Design legv8_fetch_unit, sky130hd; sources not shown.
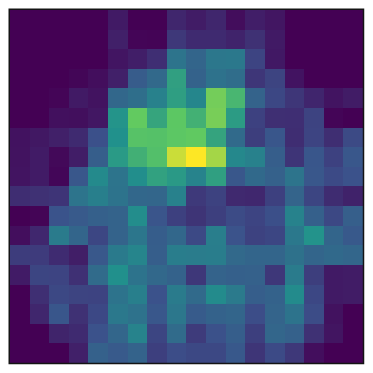
Figure 1: wiring heat map.
Drawn at 4 px/um. The die is cut into 18 by 18 equal tiles; dark purple is low, yellow is high, scaled to the fullest tile. Values are wire area over tile area, all layers added.
fullest tile: 0.72
densest ninth of the die: center
tiles over half the peak: 8.0%
wire per inst: 18.4 um
GRT Util Overall: 0.215
WL final: 8020 um

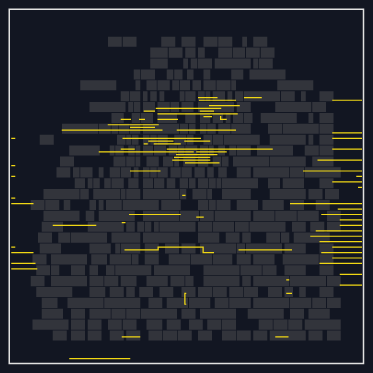
Figure 2: met3 routing.
Drawn at 4 px/um. Cells faint in the background.
share of all routed wire: 7.2%
longest straight run: 26.2 um
wire length on this layer: 581 um
main direction: horizontal
nets with wire on the layer: 60
via count: 2514
GRT met3 Usage: 0.0423

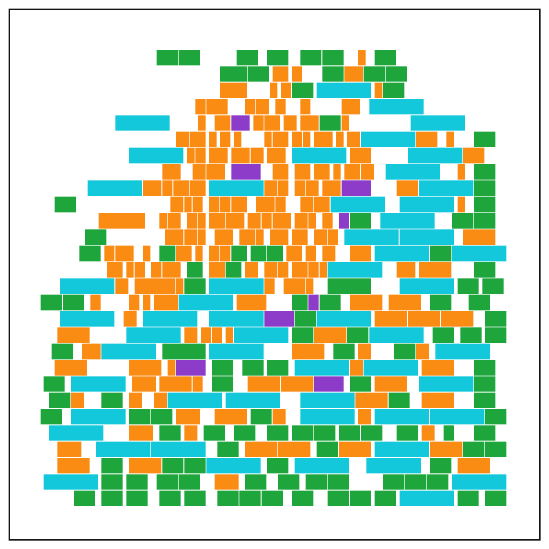
Figure 3: cell classes on the final placement.
Drawn at 6 px/um.
legend:
  purple:
    class: clock drivers and dummy loads
    cells: 8
    share_of_their_area: 2.2%
  green:
    class: remaining buffers and delay cells
    cells: 116
    share_of_their_area: 29%
  orange:
    class: remaining logic cells
    cells: 183
    share_of_their_area: 35%
  cyan:
    class: registers
    cells: 55
    share_of_their_area: 34%
Rows: 28
Util after Layout: 0.702

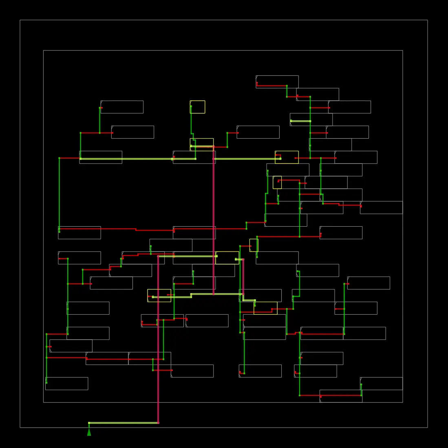
Figure 4: clock routing.
clk ins delay skew pair: 0.32 ns
clock group power: 0.000549 W
sequential cells: 55
TritonCTS Buffers: 5

==> results.toml <==
# implementation run metrics
[status]
status = "completed"

[layout]
area_growth_pct = 38.8
final_nets = 408
largest_reg_flops = 32
final_area_um2 = 4160
drive_above_1_share = 0.166
diodes = 0

[floorplan]
fp_util = 0.506
die_x_um = 88.2
ios = 107
chipArea_um2 = 7780
core_area_um2 = 5920
die_h_um = 88.2

[placement]
gp_congestion = 0.905
portBuffers = 106
dp_cells = 428
post_dp_cell_area_um2 = 4060

[flow_run]
warnings = 26
drv_cap = 0

[routing]
drt-pass1-iter-count = 4
drcViolationCount = 0

[grt]
grt_pass1_vias = 2482
grt_pass1_wl_um = 12900
antenna_found_initial = 0

[timing]
hold_viol_final = 0
min_period_ns = 2.22
clock-skew-final_ns = 0.0121
worstMarginPinSlew_ns = 0.590
post-route-period-util = 0.966
slew_headroom = 0.607
rsz0062_at_grt = "false"
hold_slack_ns = 0.490

[critical_path]
worstPathRequired_ns = 1.84
cpPeakStageDelay_ns = 0.87
critical_path_depth = 1
path_class = "register to output port"
cp-end-kind = "output port"
slowest_stage = "clkdlybuf4s50_1"
crit_buf_inv = 1
critPathMaxFanout = 9

[min_path]
hold_class = "register to register"
worstHoldPathCells = 2

[logic_synthesis]
yosys_cells = 264
ys.flop_type = "dfrtp_1"
yosys_warnings = 0
ys.flops = 55
fp_nets = 311
synthCells = 264
yosys.stat.seqShare = 0.459
async_reset_ff_frac = 1.00

[pwr]
peakVddDrop_v = 0.00134
p_per_area_nw_per_um2 = 1620
leakage_nw = 1.79

[clock_network]
clk_pin_slew_ns = 0.11
clock-root-buffer = "clkbuf_8"
cells in the mapped netlist, drive strengths merged (3+ instances only):
master | n | area (um2)
nor2 | 11 | 41.3
nand3 | 11 | 60.1
nand4 | 7 | 43.8
a31oi | 3 | 18.8
o22ai | 3 | 18.8
a22oi | 3 | 22.5
mux2i | 5 | 50.1
nand2b | 3 | 26.3
nand2 | 11 | 51.3
xnor2 | 4 | 35.0
nor4 | 9 | 56.3
a21oi | 6 | 33.8
nor3 | 10 | 50.1
mux2 | 32 | 462
o21ai | 10 | 50.0
clkbuf | 4 | 15.0
o21a | 5 | 37.5
dfrtp | 55 | 1380
o211ai | 7 | 66.3
buf | 22 | 165
nand3b | 3 | 22.5
inv | 10 | 37.5
layer usage:
metal | track usage | share of wire | vias to the layer above
li1 | - | - | 1162
met1 | 0.284 | 0.40 | 1224
met2 | 0.360 | 0.50 | 108
met3 | 0.0423 | 0.072 | 20
met4 | 0.0604 | 0.020 | 0
met5 | 0 | 0 | -
cells by family after synthesis:
group / synth area share
AOI/OAI and AO/OA: 0.135
xor gates and xnor gates: 0.0146
adders and majority gates: 0.00418
buffers and inverters: 0.0727
DFF: 0.459
muxes: 0.171
and+or+nand+nor: 0.144
report_power, final:
part	internal (W)	leakage, nW	total [W]	switching (W)
clock	0.000216	0.0483	0.000549	0.000333
combinational	0.00165	1.06	0.00436	0.00271
sequential	0.00140	0.684	0.00182	0.000416
metrics by stage:
step	setup slack [ns]	total power, W
floorplan	0.402	0.00486
CTS	0.0739	0.00674
global placement	0.232	0.00609
global route	0.0344	0.00703
finish	0.0789	0.00673
detailed placement	0.0795	0.00618
repair_timing:
item	4_1_cts	5_1_grt
endpoints found under the hold margin	24	0
endpoints found under the setup margin	0	1
resized	0	1
hold buffers	1	0
cells in the final DEF (no fill, tap or decap), types with 6 or more instances in the layout:
cell type          n
buf_4              7
clkdlybuf4s50_1  104
dfrtp_1           55
inv_1             10
mux2_4            27
nand2_1            9
nand3_1           10
nand4_1            7
nor2_1            11
nor3_1            10
nor4_1             9
o211ai_1           6
o21ai_0            9
final cells by class:
class	count	area [um2]	area share
Clock buffer	5	68.8	0.0166
Clock inverter	3	18.8	0.00451
Inverter	10	37.5	0.00903
Multi-Input combinational cell	173	1400	0.337
Sequential cell	55	1380	0.331
Tap cell	75	93.8	0.0226
Timing Repair Buffer	116	1160	0.279
Power is estimated from default activity; no workload was simulated.
